<file path="src/rtl/rts_bist_pkg.sv">
// rtl/rts_bist_pkg.sv - shared RTS BIST state encoding and default MISR polynomials
package rts_bist_pkg;

    localparam logic [1:0] ST_COMPACT = 2'd0;
    localparam logic [1:0] ST_COMPARE = 2'd1;
    localparam logic [1:0] ST_REPORT  = 2'd2;
    localparam logic [1:0] ST_HOLD    = 2'd3;

    typedef enum logic [1:0] {
        COMPACT = ST_COMPACT,
        COMPARE = ST_COMPARE,
        REPORT  = ST_REPORT,
        HOLD    = ST_HOLD
    } rtsState_t;

    // Feedback taps per signature width; x^width is implicit.
    function automatic logic [31:0] defaultPoly(input int width);
        case (width)
            4:       return 32'h0000_0003;
            8:       return 32'h0000_001D;
            16:      return 32'h0000_002D;
            32:      return 32'h0000_00AF;
            default: return 32'h0000_0003;
        endcase
    endfunction

endpackage

</file>
<file path="src/rtl/rts_misr.sv">
// rtl/rts_misr.sv - multiple-input signature register, shared with the SISA path
module rts_misr
    import rts_bist_pkg::*;
#(
    parameter int               WIDTH = 16,
    parameter logic [WIDTH-1:0] POLY  = WIDTH'(defaultPoly(WIDTH)),
    parameter logic [WIDTH-1:0] SEED  = '0
) (
    input  logic             clk,
    input  logic             rstIn_n,
    input  logic             en,
    input  logic             clr,
    input  logic [WIDTH-1:0] resp,
    output logic [WIDTH-1:0] sig
);
    always_ff @(posedge clk) begin
        if (!rstIn_n || clr) begin
            sig <= SEED;
        end else if (en) begin
            sig <= ({sig[WIDTH-2:0], 1'b0} ^ (sig[WIDTH-1] ? POLY : '0)) ^ resp;
        end
    end
endmodule

</file>
<file path="config.mk">
export PLATFORM = sky130hd
export DESIGN_NAME = rts_misr
export DESIGN_NICKNAME = d
export VERILOG_FILES = /design/src/rtl/rts_bist_pkg.sv /design/src/rtl/rts_misr.sv
export SDC_FILE = /design/constraint.sdc
export NUM_CORES = 1
export LEC_CHECK = 0
export ABC_AREA = 1
export CORE_AREA = 2 2 53 74
export DETAILED_ROUTE_END_ITERATION = 16
export DIE_AREA = 0 0 55 76
export GPL_TIMING_DRIVEN = 1
export PLACE_DENSITY_LB_ADDON = 0.05
export SKIP_CTS_REPAIR_TIMING = 1
export SLEW_MARGIN = 10
export SYNTH_ARGS = -nofsm -noshare
export SYNTH_HDL_FRONTEND = slang
export SYNTH_SLANG_ARGS = --single-unit
export TNS_END_PERCENT = 50
</file>
<file path="constraint.sdc">
create_clock -name clk -period 0.9 [get_ports clk]
set_input_delay 0.135 -clock clk [delete_from_list [all_inputs] [get_ports clk]]
set_output_delay 0.135 -clock clk [all_outputs]
set_load 0.005 [all_outputs]
</file>
### Gate families picked out, run 1

Scale: 4 px per um.
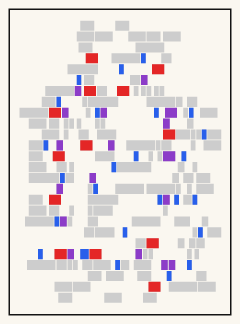
[blue] inverters | cells: 25 | most used: inv_1
[red] XOR/XNOR gates | cells: 13 | most used: xor2_1
[purple] inverting AOI/OAI gates | cells: 17 | most used: o21ai_1
logic share of the area: 26.82%
Final Non-Filler Cells: 217

### Congestion heat map, run 1

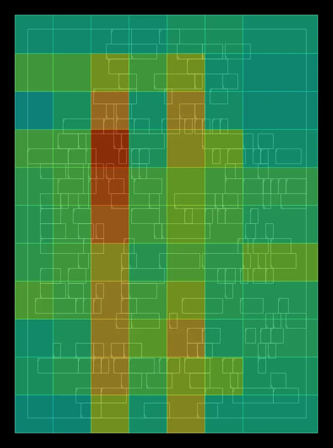
met3 usage: 1.961%
WL per Instance: 9.525 um
GRT busiest layer: met2
final core utilization: 41.33%
met2 Usage GRT: 19.88%

==> results.tsv, run 1 <==
stage	metric	value	unit
routing	met2 wire len	1094	um
timing	setup_tns	-30.01	ps
timing	Slew headroom	87.47	%
final_layout	# diodes	0	
routing	routed length on met1	812	um
routing	DRC	0	
floorplanning	die area	4180	sq um
grt	first-pass GRT wire length	3477	um
logic_synthesis	area reported by Yosys stat	848.3	sq um
final_layout	Final Cell Area	1479	sq um
placement	Place WS	-323.5	ps
grt	vias in the first global route	854	
power_and_ir_drop	pwr dens	1208	nW/um^2
grt	largest net degree at the start of global routing	18	
grt	met1 Use GR	11.76	%
cts	clock sink total	16	
cts	htree depth	1	
logic_synthesis	Gate Count Post-Synth	121	
placement	Post-DP Area	1356	sq um
routing	WL final	2067	um
final_layout	Biggest register	sig	
timing	setup slack after layout	-13.38	ps
grt	final global-route overflow total	0	
timing	RSZ-0062 raised after global routing	true	
cts	CTS tree	done	
timing	cycle use final	101.5	%
routing	Iteration-0 DRC Markers	10	
logic_synthesis	Floorplan Nets	141	
final_layout	# fillers	400	
timing	maximum clock rate	1095	MHz
final_layout	Syn-to-layout area delta	74.34	%
critical_path	CP peak stage delay	360	ps
timing	min cycle time layout	913.4	ps
logic_synthesis	Seq share, synth	37.76	%
job	Tool Warnings	27	
final_layout	share of post-route cells with drive strength above 1	21.14	%
final_layout	NumNets Final	196	
critical_path	CP delay by family, top	flip-flops	
critical_path	crit path launch type	flop	
cts	total CTS buffers	3	
critical_path	crit path DRT	1040	ps
placement	RePlAce Congestion	0.6513	
min_path	worst hold path type	in -> reg	
critical_path	CP bufs+invs	2	
grt	initial antenna violation count	0	
job	max-cap viol count	0	
timing	Final Max Slew Viols	0	
logic_synthesis	syn avg cell area	7.011	sq um
final_layout	top flop regs	sig (16)	
timing	Setup violations, final	3	
critical_path	Critical-path top delay cell	dfxtp_4	
final_layout	most common logic cells in the final layout	23 x nor2_1, 23 x inv_1, 18 x dlymetal6s2s_1, 17 x buf_4, 16 x clkdlybuf4s50_1	
critical_path	cell depth of the worst setup path	4	
routing	via count	882	
critical_path	WS Path Type	reg -> reg	
critical_path	critical-path cell list	buf_6 -> xor2_1 -> o21ai_1 -> inv_1	
final_layout	number of flip-flops in the largest register	16	
cts	CTS clock-pin slew for the worst setup and hold paths	60	ps
floorplanning	num ports	36	
timing	Final Hold Viols	0	
logic_synthesis	Syn Std Cell Area	848.3	sq um
critical_path	CP Max Fanout	4	
logic_synthesis	Cell variety after synth	15	
routing	Met3 Wirelength	117	um
timing	final hold slack	393.2	ps
critical_path	R2R depth	4	
logic_synthesis	ys flops	16	
routing	post-route ant nets	0	
critical_path	WP data arrival	1060	ps
min_path	hold depth	4	
power_and_ir_drop	P_leak	1.048	nW
placement	Detailed Place HPWL	1605	um
power_and_ir_drop	Worst IR Drop VDD	0.6959	mV
floorplanning	Die W	55	um
critical_path	Worst Setup End Kind	flop	
timing	Tightest Pin Transition	187.9	ps
floorplanning	row cnt	26	
routing	Pre-antenna DRT Iters	4	
floorplanning	Die H	76	um
outcome	status	finished with violations	
floorplanning	FP Core Util	23.71	%
routing	top routing layer in use	met4	
logic_synthesis	Synth Warn #	0	
placement	PortBufs	35	
floorplanning	core area	3578	sq um
outcome	failing checks	negative setup slack	
logic_synthesis	yosys cell count	121	
routing	Vias/cell	4.065	
cts	CTS root buf	clkbuf_8	
grt	All-Layer GR Usage	11.24	%
cts	Clock Path Buffers	2	
### Routed metal per tile, run 1

Scale: 4 px per um. 11 x 15 tiles, from white (low) to dark blue (high), scaled to the fullest tile. Values are wire area over tile area, all layers added.
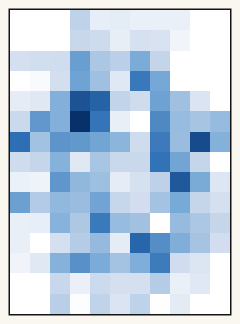
tiles over half the peak: 18%
emptiest ninth of the die: upper right
nearly empty tiles: 19%
mean over tiles: 0.079
fullest tile: 0.28

### Clock distribution, run 1

Scale: 6 px per um.
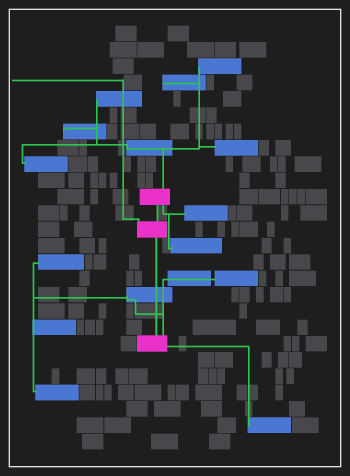
[green] clock wires | length: 263 um
[blue] flip-flops | count: 16
[magenta] cells driving clock nets | count: 3
routed clock nets: 4
part of the power in the clock network: 35.6%
clock-net power: 0.636 mW
Layout Skew: 1.009 ps
Insertion Delay late pin: 250 ps

## run 1: cell families (layout without fill, tap and decap cells)
kind of cell | count (synthesis) | after routing | share of synthesized area, %
AND/OR/NAND/NOR | 46 | 46 | 21.53
buffers and inverters | 29 | 83 | 17.26
flip-flops | 16 | 16 | 37.76
XOR/XNOR | 13 | 13 | 13.42
AND-OR/OR-AND | 17 | 17 | 10.03
## run 1: worst min-delay path: cells and delay by family
| family | cells | cell delay (ps) |
|---|---|---|
| buf+inv | 3 | 380 |
| compound gates | 1 | 90 |
## run 1: worst paths after layout
check	slack, ps	endpoint	start
min reg2reg	630	sig[15]	sig[15]
max reg2reg	-10	sig[0]	sig[15]
max	-10	sig[0]	sig[15]
min	390	sig[1]	en
## run 1: cell type report
type,count,area (sq um),area share (%)
Multi-Input combinational cell,76,396.6,26.82
Tap cell,42,52.55,3.553
Clock buffer,4,55.05,3.723
Timing Repair Buffer,54,549.3,37.14
Sequential cell,16,329.1,22.25
Inverter,25,96.34,6.514
## run 1: Yosys cell counts (all sizes together)
cell	number	area share, %
o21ai	13	7.7
buf	4	5.9
nand2	16	7.4
nor2	24	11
xor2	13	13
inv	25	11
nand3	6	3.5
dfxtp	16	38
a21oi	4	2.4
## run 1: power breakdown
| group | internal (mW) | switching [mW] | total (mW) |
|---|---|---|---|
| combinational | 0.230 | 0.162 | 0.393 |
| clock | 0.388 | 0.248 | 0.636 |
| sequential | 0.742 | 0.0170 | 0.759 |
| total | 1.36 | 0.428 | 1.79 |
## run 1: metrics by stage
step / power, mW / cells
2_1_floorplan: 0.9498 / 121
3_3_place_gp: 1.178 / 213
3_5_place_dp: 1.178 / 213
4_1_cts: 1.841 / 217
5_1_grt: 1.904 / 217
6_report: 1.787 / 217
--- run 2 (diff from run 1) ---
CORE_AREA = 2 2 62 64   (was 2 2 53 74)
DIE_AREA = 0 0 64 66   (was 0 0 55 76)
RECOVER_POWER = 50   (was unset)
SLEW_MARGIN = unset   (was 10)
### Routed metal per tile, run 2

Scale: 6 px per um. 13 x 13 tiles, from white (low) to dark blue (high), scaled to the fullest tile. Values are wire area over tile area, all layers added.
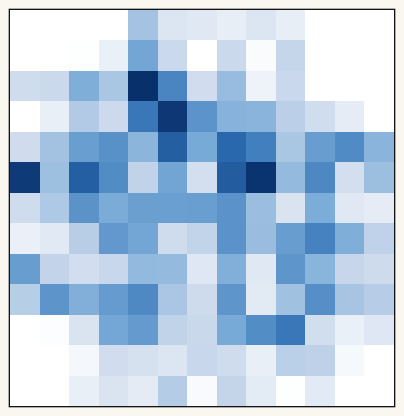
emptiest ninth of the die: upper right
nearly empty tiles: 17%
densest ninth of the die: centre
tiles over half the peak: 25%
WL per Instance: 9.179 um
WL final: 2056 um
via count: 874
All-Layer GR Usage: 10.83%

### Gate families picked out, run 2

Scale: 6 px per um.
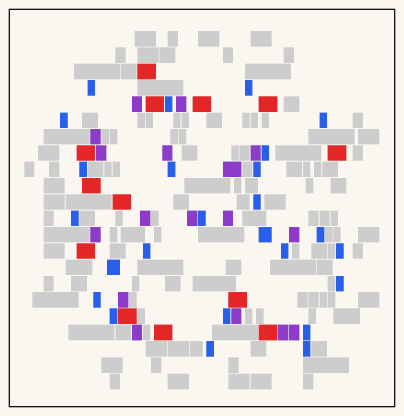
[red] XOR/XNOR gates | cells: 13 | most used: xor2_1
[blue] inverters | cells: 25 | most used: inv_1
[purple] inverting AOI/OAI gates | cells: 17 | most used: o21ai_1

### Clock distribution, run 2

Scale: 8 px per um.
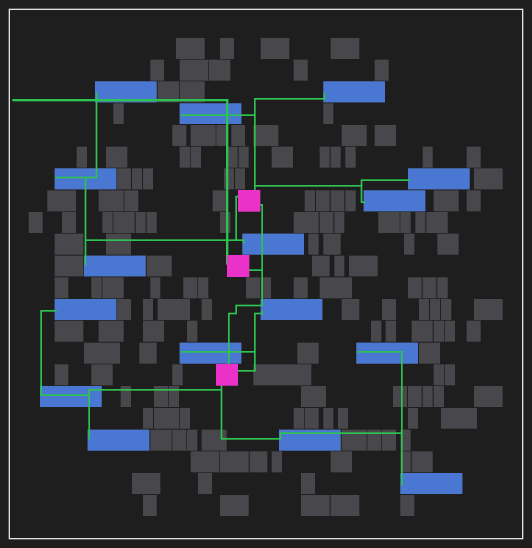
[blue] flip-flops | count: 16
[green] clock wires | length: 303 um
[magenta] cells driving clock nets | count: 3
flops lie: spread over the die
routed clock nets: 4

==> results.tsv, run 2 <==
stage	metric	value	unit	change
grt	first-pass GRT wire length	3505	um	+0.81%
timing	Final Max Slew Viols	0		unchanged
logic_synthesis	top_reg_cell synth	dfxtp_1		
critical_path	RR Startpoint	sig[15]		
logic_synthesis	Floorplan Nets	141		unchanged
placement	Placed Instances	220		+3.3%
critical_path	CP delay by family, top	flip-flops		
grt	initial antenna violation count	0		unchanged
timing	cycle use final	104.4	%	+2.9 points
logic_synthesis	Synth top cell by count	nor2_1		
grt	vias in the first global route	823		-3.6%
final_layout	Final Cell Area	1370	sq um	-7.4%
timing	Slew headroom	86.40	%	-1.1 points
critical_path	crit path DRT	760	ps	-280 ps
logic_synthesis	Synth Warn #	0		unchanged
routing	post-route ant nets	0		unchanged
logic_synthesis	top cells, area	dfxtp_1 38%, xor2_1 13%, nor2_1 11%		
logic_synthesis	Gate Count Post-Synth	121		unchanged
critical_path	CP Capture Point	sig[15]		
outcome	status	finished with violations		
timing	setup slack after layout	-39.33	ps	-25.96 ps
cts	Clock Path Buffers	2		unchanged
routing	Vias/cell	3.902		-4.0%
grt	largest net degree at the start of global routing	18		unchanged
critical_path	WP data arrival	800	ps	-260 ps
critical_path	R2R Setup Slk	-30	ps	-20 ps
critical_path	CP Max Fanout	4		unchanged
cts	clock sink total	16		unchanged
power_and_ir_drop	Reg power frac	49.3	%	+6.9 points
power_and_ir_drop	P_leak	0.8115	nW	-23%
power_and_ir_drop	part of the power in the clock network	26.0	%	-9.6 points
timing	Setup violations, final	5		+2
critical_path	critical-path cell list	dlymetal6s2s_1		
cts	total CTS buffers	3		unchanged
final_layout	# fillers	411		+2.8%
floorplanning	FP Core Util	23.89	%	+0.18 points
timing	Final Hold Viols	0		unchanged
logic_synthesis	syn avg cell area	7.011	sq um	unchanged
job	max-cap viol count	0		unchanged
logic_synthesis	Syn Std Cell Area	848.3	sq um	unchanged
timing	Layout Skew	5.091	ps	+4.083 ps
power_and_ir_drop	Pwr Total	1.551	mW	-13%
timing	RSZ-0062 raised after global routing	true		
floorplanning	Die H	66	um	-13%
routing	DRC	0		unchanged
cts	htree depth	1		unchanged
final_layout	Biggest register	sig		
cts	CTS tree	done		
logic_synthesis	yosys cell count	121		unchanged
logic_synthesis	area reported by Yosys stat	848.3	sq um	unchanged
logic_synthesis	Synth top cells by count	24 x nor2_1, 23 x inv_1, 16 x dfxtp_1, 15 x nand2_1, 13 x xor2_1		
cts	CTS clock-pin slew for the worst setup and hold paths	100	ps	+40 ps
power_and_ir_drop	Worst IR Drop VDD	0.4730	mV	-32%
final_layout	NumNets Final	198		+1.0%
final_layout	Reg area	340.3	sq um	+3.4%
floorplanning	num ports	36		unchanged
placement	RePlAce Congestion	0.7232		+11%
final_layout	# diodes	0		unchanged
outcome	failing checks	negative setup slack		
critical_path	cell depth of the worst setup path	1		-3
logic_synthesis	Cell variety after synth	15		unchanged
critical_path	Critical-path top delay cell	dfxtp_2		
timing	setup_tns	-119.7	ps	-89.69 ps
placement	PortBufs	35		unchanged
power_and_ir_drop	combinational power share	24.7	%	+2.7 points
timing	Tightest Pin Transition	203.7	ps	+15.75 ps
critical_path	Setup crit start	sig[15]		
critical_path	crit path launch type	flop		
[run 2: worst min path at each step]
stage	from	endpoint	slack, ps	cells past startpoint
after floorplan	resp[11]	sig[11]	360	3
after global routing	en	sig[15]	360	4
after CTS	resp[14]	sig[14]	520	4
final	en	sig[15]	350	4
after global placement	sig[9]	sig[9]	600	4
after detailed placement	sig[9]	sig[9]	610	4
[run 2: kinds of logic (layout without fill, tap and decap cells)]
group | after synthesis | in the layout | synth area share (%)
buffers and inverters | 29 | 84 | 17.26
xor gates and xnor gates | 13 | 13 | 13.42
AOI/OAI and AO/OA | 17 | 17 | 10.03
and+or+nand+nor | 46 | 46 | 21.53
DFF | 16 | 16 | 37.76
[run 2: layout make-up]
cell class	count	area share, %
clock buffers	3	1.644
inverters	25	7.215
multi-input cells	76	28.49
flip-flops and latches	16	24.84
well taps	48	4.384
repair buffers	56	33.42
[run 2: metal layers]
layer	up-vias	routed length [um]	track usage [%]
met4	0	20	5.707
li1	471	-	-
met3	2	116	2.726
met1	377	943	12.75
met2	24	975	18.10
met5	-	0	0
[run 2: stage by stage]
step                      util, %  hold WS [ps]
final                       38.58         354.7
after global routing        38.58         358.9
after CTS                   39.25         518.0
after detailed placement    38.62         609.7
after global placement      38.62         602.2
after floorplan                 -         363.6
[run 2: power groups by stage]
stage | logic, mW | registers [mW] | clock network, mW
6_report | 0.382 | 0.765 | 0.403
3_5_place_dp | 0.402 | 0.776 | 0
2_1_floorplan | 0.162 | 0.788 | 0
4_1_cts | 0.405 | 0.760 | 0.431
3_3_place_gp | 0.404 | 0.776 | 0
5_1_grt | 0.426 | 0.770 | 0.480
--- run 3 (diff from run 2) ---
--- a/constraint.sdc
+++ b/constraint.sdc
@@ -3,2 +3,2 @@
 set_output_delay 0.135 -clock clk [all_outputs]
-set_load 0.005 [all_outputs]
+set_load 0.1 [all_outputs]
### Clock distribution, run 3

Scale: 8 px per um.
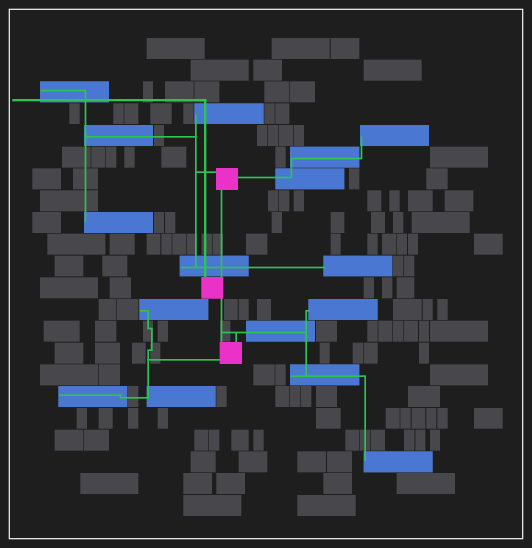
[magenta] cells driving clock nets | count: 3
[blue] flip-flops | count: 16
[green] clock wires | length: 242 um
routed clock nets: 4

### Congestion heat map, run 3

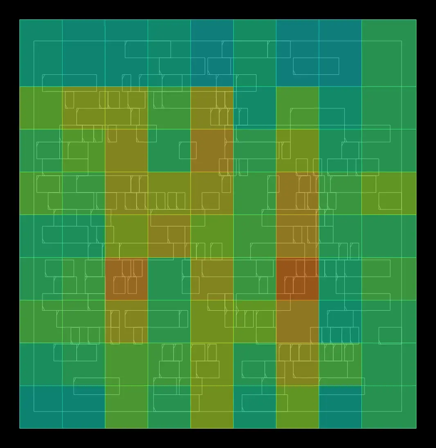
final core utilization: 43.55%
met2 Usage GRT: 16.93%

### Routed metal per tile, run 3

Scale: 6 px per um. 13 x 13 tiles, from white (low) to dark blue (high), scaled to the fullest tile. Values are wire area over tile area, all layers added.
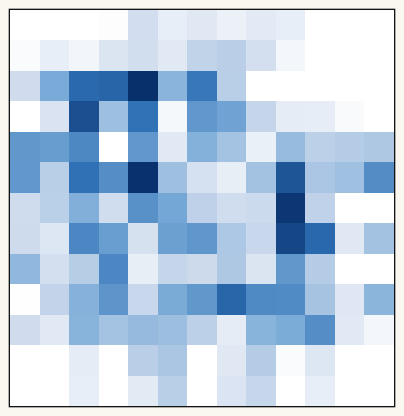
tiles over half the peak: 21%
mean over tiles: 0.073
emptiest ninth of the die: upper right
fullest tile: 0.26

==> results.tsv, run 3 <==
stage	metric	value	unit	change
routing	DRC	0		unchanged
routing	WL per Instance	9.000	um	-1.9%
cts	Insertion Delay late pin	280	ps	
routing	top routing layer in use	met4		
final_layout	Syn-to-layout area delta	82.30	%	
floorplanning	FP Core Util	23.89	%	unchanged
timing	cycle use final	115.7	%	+11 points
grt	All-Layer GR Usage	9.960	%	-0.87 points
logic_synthesis	top cells, area	dfxtp_1 38%, xor2_1 13%, nor2_1 11%		
final_layout	# diodes	0		unchanged
grt	vias in the first global route	785		-4.6%
final_layout	# fillers	372		-9.5%
timing	min cycle time layout	1041	ps	
placement	RePlAce Congestion	0.7298		+0.91%
min_path	worst hold path type	in -> reg		
final_layout	top flop regs	sig (16)		
critical_path	CP Max Fanout	4		unchanged
floorplanning	die area	4224	sq um	
critical_path	Setup crit start	sig[15]		
grt	initial antenna violation count	0		unchanged
routing	Iteration-0 DRC Markers	44		
logic_synthesis	dominant cell type by area after synthesis	dfxtp_1		
timing	Slew headroom	88.07	%	+1.7 points
final_layout	most frequent logic cell in the layout	nor2_1		
final_layout	most common logic cells in the final layout	24 x nor2_1, 21 x inv_1, 18 x clkdlybuf4s50_1, 16 x buf_12, 16 x dfxtp_4		
grt	first-pass GRT wire length	3305	um	-5.7%
final_layout	share of post-route cells with drive strength above 1	30.54	%	
timing	setup slack after layout	-141.5	ps	-102.1 ps
logic_synthesis	Max-area cell share	37.76	%	
logic_synthesis	Floorplan Nets	141		unchanged
logic_synthesis	ys flops	16		
grt	final global-route overflow total	0		
routing	Vias/cell	3.800		-2.6%
critical_path	R2R Setup Slk	-60	ps	-30 ps
job	Tool Warnings	28		
cts	clock sink total	16		unchanged
logic_synthesis	Synth top cell by count	nor2_1		
floorplanning	Die H	66	um	unchanged
power_and_ir_drop	P_leak	0.8023	nW	-1.1%
logic_synthesis	Cell variety after synth	15		unchanged
timing	Setup violations, final	19		+14
floorplanning	Die W	64	um	
routing	via count	817		-6.5%
outcome	status	finished with violations		
final_layout	NumNets Final	188		-5.1%
routing	WL final	1935	um	-5.9%
logic_synthesis	Synth top cells by count	24 x nor2_1, 23 x inv_1, 16 x dfxtp_1, 15 x nand2_1, 13 x xor2_1		
logic_synthesis	Syn Std Cell Area	848.3	sq um	unchanged
critical_path	crit path launch type	flop		
min_path	Hold Crit Start	en		
cts	total CTS buffers	3		unchanged
power_and_ir_drop	pwr dens	1169	nW/um^2	
routing	met2 wire len	897	um	-8.0%
timing	Final Hold Viols	0		unchanged
floorplanning	core area	3551	sq um	
job	max-cap viol count	0		unchanged
timing	Layout Skew	5.084	ps	-0.007130 ps
routing	Pre-antenna DRT Iters	3		
routing	post-route ant nets	0		unchanged
routing	Met3 Wirelength	107	um	-7.8%
routing	routed length on met1	905	um	-4.0%
cts	CTS root buf	clkbuf_4		
placement	PortBufs	35		unchanged
timing	maximum clock rate	960.2	MHz	
final_layout	number of flip-flops in the largest register	16		
placement	Placed Instances	205		-6.8%
outcome	failing checks	negative setup slack		
logic_synthesis	Synth Warn #	0		unchanged
logic_synthesis	syn avg cell area	7.011	sq um	unchanged
floorplanning	num ports	36		unchanged
final_layout	Final Non-Filler Cells	215		
logic_synthesis	Post-synth EDFFs	0		
logic_synthesis	Seq share, synth	37.76	%	
critical_path	CP peak stage delay	360	ps	
critical_path	Worst Setup End Kind	primary output		
timing	RSZ-0062 raised after global routing	true		
placement	Detailed Place HPWL	1523	um	
critical_path	Critical-path top delay cell	dfxtp_4		
timing	Final Max Slew Viols	0		unchanged
cts	CTS clock-pin slew for the worst setup and hold paths	100	ps	about the same
timing	Tightest Pin Transition	178.6	ps	-25.04 ps
critical_path	critical-path cell list	buf_6 -> buf_12		
final_layout	Biggest register	sig		
floorplanning	row cnt	22		
critical_path	WS Path Type	reg -> out		
logic_synthesis	top_reg_cell synth	dfxtp_1		
cts	Clock Path Buffers	2		unchanged
critical_path	crit path DRT	760	ps	about the same
cts	CTS tree	done		
logic_synthesis	area reported by Yosys stat	848.3	sq um	unchanged
critical_path	RR Startpoint	sig[15]		
cts	htree depth	1		unchanged
grt	largest net degree at the start of global routing	18		unchanged
critical_path	WP data arrival	910	ps	+110 ps
logic_synthesis	Async SR Flop Fraction	0	%	
logic_synthesis	Gate Count Post-Synth	121		unchanged
power_and_ir_drop	Worst IR Drop VDD	0.3969	mV	-16%
logic_synthesis	yosys cell count	121		unchanged
-- run 3: critical path, delay by kind of cell, from the launching register on --
family	cells	cell delay (ps)
buffers and inverters	2	260
DFF	1	360
-- run 3: layout make-up --
type | instances | area, sq um | share of cell area (%)
Tap cell | 48 | 60.06 | 3.884
Sequential cell | 16 | 380.4 | 24.60
Inverter | 25 | 98.84 | 6.392
Clock inverter | 1 | 3.754 | 0.2427
Multi-Input combinational cell | 76 | 381.6 | 24.68
Clock buffer | 3 | 22.52 | 1.456
Timing Repair Buffer | 46 | 599.3 | 38.75
-- run 3: where the power goes --
group	switching, mW	leakage [nW]	internal, mW	total (mW)
registers	0.0456	0.142	0.718	0.763
logic	0.377	0.644	0.288	0.664
clock network	0.219	0.0154	0.161	0.380
-- run 3: worst paths after layout --
kind / endpoint / cells past startpoint
hold reg to reg: sig[1] / 4
setup reg to reg: sig[2] / 7
hold / removal: sig[9] / 4
setup / recovery: sig[15] / 2
-- run 3: through the flow --
step                total power [mW]  instance area [sq um]  TNS [ps]  setup slack (ps)  hold WS, ps
finish                         1.807                   1546     -1248            -141.5        348.0
CTS                            1.840                   1493     -1580            -219.9        515.1
global route                   1.929                   1546     -2344            -176.6        377.2
global placement               1.430                   1466     -4394            -298.3        582.1
detailed placement             1.433                   1466     -4535            -307.9        586.4
floorplan                      1.164                  908.4    -413.6            -128.7        353.7
-- run 3: cells by family after synthesis --
family / count (synthesis) / share of synthesized area, %
flops: 16 / 37.76
compound gates: 17 / 10.03
simple gates: 46 / 21.53
buf+inv: 29 / 17.26
xor+xnor: 13 / 13.42
-- run 3: metal layers --
layer  up-vias  track usage (%)
met3         2            1.704
met1       338            12.11
met4         0            4.891
met5         -                0
li1        457                -
met2        20            16.93

==> layout pictures side by side <==
I/O nets highlighted.
image #1
Scale: 8 px per um.
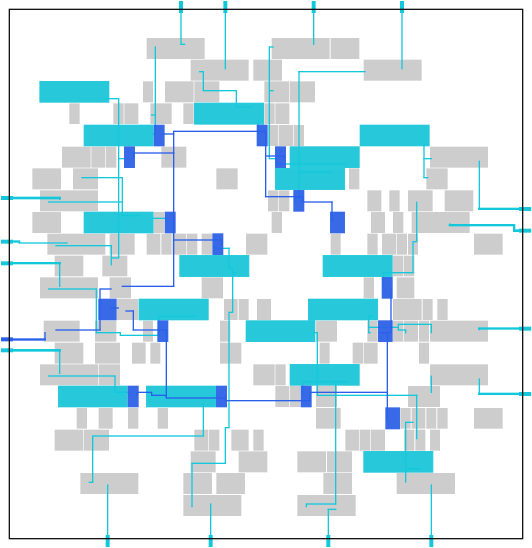
image #2
Scale: 8 px per um.
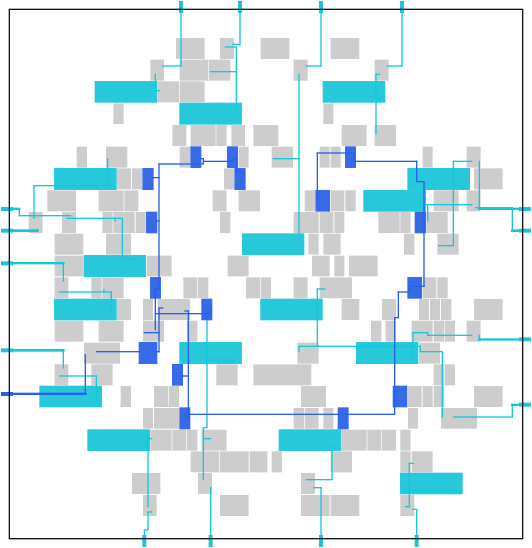
image #3
Scale: 6 px per um.
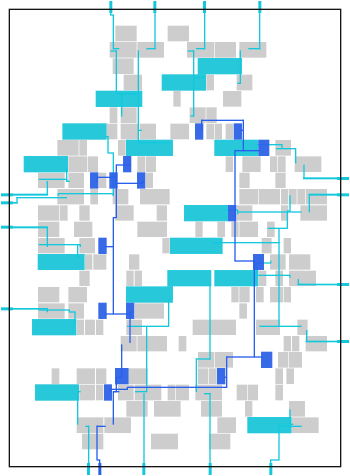
- run 2 = image #2
- run 3 = image #1
- run 1 = image #3

Key to image #2:
[blue] en | bits: 1 | direction: input | end cells: 16 | buffers: 3 | wire: 170 um
[cyan] sig | bits: 16 | direction: output | end cells: 16 | buffers: 16 | wire: 337 um

No activity file was given, so power comes from the tool's default toggle rates.
